==> images/placement_by_type.png <==
The bar under the picture is 50 um long. Fill, decap, tap and diode cells in gray.
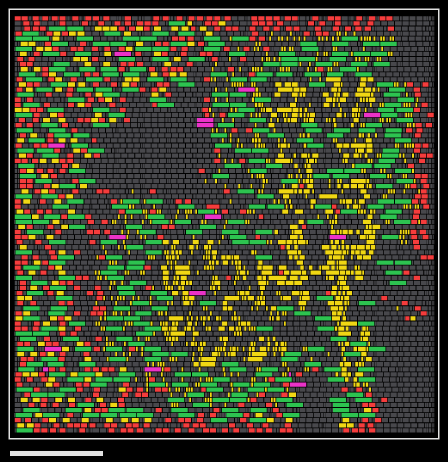
==> images/placement.png <==
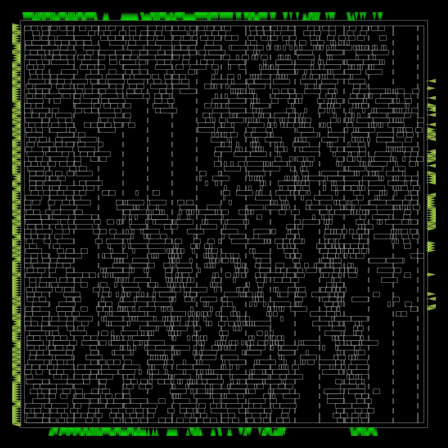
==> images/logic_types.png <==
The bar under the picture is 50 um long.
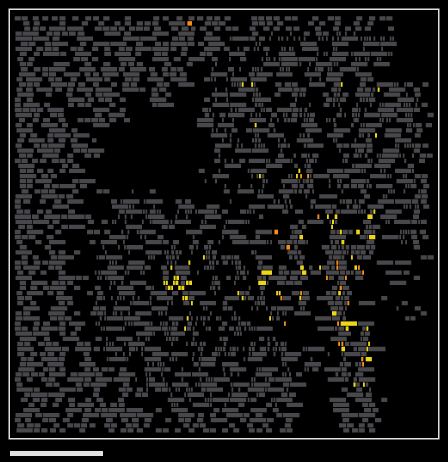
==> config.mk <==
export PLATFORM = sky130hd
export DESIGN_NAME = systolic_seq_ctrl
export DESIGN_NICKNAME = d
export VERILOG_FILES = /design/src/rtl/sa_ctrl_pkg.sv /design/src/rtl/sa_skew_mux.sv /design/src/rtl/systolic_seq_ctrl.sv
export SDC_FILE = /design/constraint.sdc
export NUM_CORES = 1
export LEC_CHECK = 0
export CAP_MARGIN = 20
export CELL_PAD_IN_SITES_DETAIL_PLACEMENT = 0
export CELL_PAD_IN_SITES_GLOBAL_PLACEMENT = 1
export CORE_MARGIN = 2
export CORE_UTILIZATION = 33
export CTS_CLUSTER_DIAMETER = 150
export CTS_CLUSTER_SIZE = 40
export DETAILED_ROUTE_END_ITERATION = 16
export PLACE_DENSITY_LB_ADDON = 0.25
export SETUP_SLACK_MARGIN = 0.4
export SLEW_MARGIN = 20
export SYNTH_ARGS = -nofsm -noshare
export SYNTH_HDL_FRONTEND = slang
export SYNTH_SLANG_ARGS = --single-unit
==> constraint.sdc <==
create_clock -name clk -period 13 [get_ports clk]
set_clock_uncertainty 0.2 [all_clocks]
set_input_delay 3.25 -clock clk [delete_from_list [all_inputs] [get_ports clk]]
set_output_delay 3.25 -clock clk [all_outputs]
set_load 0.005 [all_outputs]
==> metrics.cfg <==
[power_and_ir_drop]
pwr.group.sequential_mw=1.97
power.internal_mw=4.06
vdd_ir_drop_max_mv=0.502
sw_frac_of_total_pct=47.3
powerComb_mw=5.22
switchingPower_mw=3.65
p_clk_mw=0.524
p_clk_share_pct=6.8
p_comb_share_pct=67.7
p_leak_nw=10.1
power_density_nw_per_um2=343
p_total_mw=7.72
seq_power_share_pct=25.5
maxPowerGroup=combinational logic

[cells_and_area]
largest_reg_flops=144
largest_class=sequential cells
clkbuf_count=14
regArea_um2=8780
n_antenna_cell=4
drive_gt1_share_pct=10.9
final_cell_mix=610 x nand2_1, 489 x clkdlybuf4s50_1, 351 x dfrtp_1, 144 x mux2_2, 59 x nand3_1
nNetsFinal=2398
comb_cells=1175
clock_area_share_pct=1.50
inverters_excl_clock=22
fill_cells=4879
area_growth_pct=34.9
buffers=506
buf_share_pct=22.4
comb_area_um2=7420

[synthesis]
ys_seq_share_pct=52.6
topCombFamilyByArea=simple AND/OR/NAND/NOR gates
mux_area_share_pct=15.5
syn-num-nets=1975
post_synth_ao_oa_area_fraction_pct=5.59
top_cell_area_share_pct=52.6
topCellsByArea=dfrtp_1 53%, nand2_1 14%, mux2_2 9.7%
syn_area_um2=16700
yosysMostFrequentCell=nand2_1
ys_cells=1645
yosys.area_share.xor_xnor_pct=0.885
avgSynthCellArea_um2=10.1
synth_cells=1645
synth-edff-count=0
yosysChipArea_um2=16700
ys_sh_simple_pct=19.4
synthTopCellsByCount=611 x nand2_1, 351 x dfrtp_1, 144 x mux2_2
async_reset_ff_share_pct=100
synth_cell_types=80
synth_top_cell_by_area=dfrtp_1
synthAdderAreaFrac_pct=2.82
yosysWarningCount=0
ys.flops=351
ys.flop_type=dfrtp_1

[sta]
rsz0062_at_grt=no
setup_viol=0
fin_tns_setup_ns=0
maxSlewHeadroom_pct=24.7
whs_ns=0.320
min_period_ns=6.94
worstMarginPinSlew_ns=1.13
max_freq_mhz=144
hold_viol=0
fin_ws_ns=6.06
min_period_over_period_pct=53.4
slew_viol_final=0

[global_routing]
groute.usage.overall_pct=21.1
grt_max_degree=154
grt_util_met1_pct=26.7
busiest_layer=met2
grt_pass1_vias=13970
grt-ovfl-total=0
grt_pass1_wl_mm=85.3
grt_use_met3_pct=5.65
use_met2_pct=35.4
antenna_found_initial=9

[worst_setup_path]
critPathBufInv=2
path_depth=20
critPathArrivalTime_ns=7.19
worst_path_max_delay_cell=dfrtp_1
critPathKind=register to register
crit_chain=a21boi_1, o311a_1, and2_2, buf_4, ha_1, xnor2_2, inv_1, ha_1, ha_1, fa_1, nand2_1, nor3_1, nand3_1, a21o_1, ha_1, nor4bb_1, nand3_1, nor4_1, o211ai_1, a21oi_1
max_stage_delay_ns=0.76
rrSetupSlack_ns=6.06
critPathLaunchType=register
crit_path_max_fanout=34
crit_top_cell=ha_1
r2r_cells=20
required_ns=13.24
end_kind=register
cp_top_family=adder cells

[cts]
clock-sinks=351
post_cts_buffers=0
numCtsBuffers=12
cts_max_path_buffers=3
clkLatencyLatePin_ns=0.55
cts_resized=0
cts_tree=done
htreeDepth=1
cts_root_buf=clkbuf_16
clkTransAtPathRegs_ns=0.15
postCtsHoldBufs=0

[floorplan]
die_w_um=229
chip_area_um2=52400
io_pins=490
die_h_um=229
fp-utilization_pct=33.3

[route]
drc=0
highest_layer=met5
wl_met1_mm=23.4
met2_wirelength_mm=27.7
vias=13510
met3_length_mm=4.16
drt-total-wl_mm=56.7
via_per_inst=4.92
postRouteAntennaNets=0
drtPass1Iterations=5
initialDrtViolationCount=928
routedWlPerCell_um=20.7

[job]
warnings=43
max_cap_viol_count=0

[status]
status=completed

[place]
routabilityCongestion=0.862
io_buffer_count=489
placed_area_um2=22200
dp.cells=2726
post-place-ws_ns=6.19
hpwlAfterDp_mm=42.3

[worst_hold_path]
min_path_type=register to register
hold_depth=1

About placement_by_type.png:
flops: shown in green, cells 351, share of their area 41%. clock drivers and dummy loads: shown in magenta, cells 15, share of their area 1.6%. other buffers and delay cells: shown in red, cells 506, share of their area 23%. combinational and other logic: shown in yellow, cells 1197, share of their area 35%.
Final Instance Area: 22500 um2
post-layout util: 45.0%
CORE AREA: 50100 um2
# rows: 82

About placement.png:
TAP cells: 672
Seq area share: 39.0%
num sequential: 351

About logic_types.png:
inverters: shown in orange, cells 22, most used inv_1. NOR gates: shown in yellow, cells 64, most used nor2_1.
most numerous logic cell after layout: nand2_1
post-route insts no fill: 2745
Comb area share: 32.9%

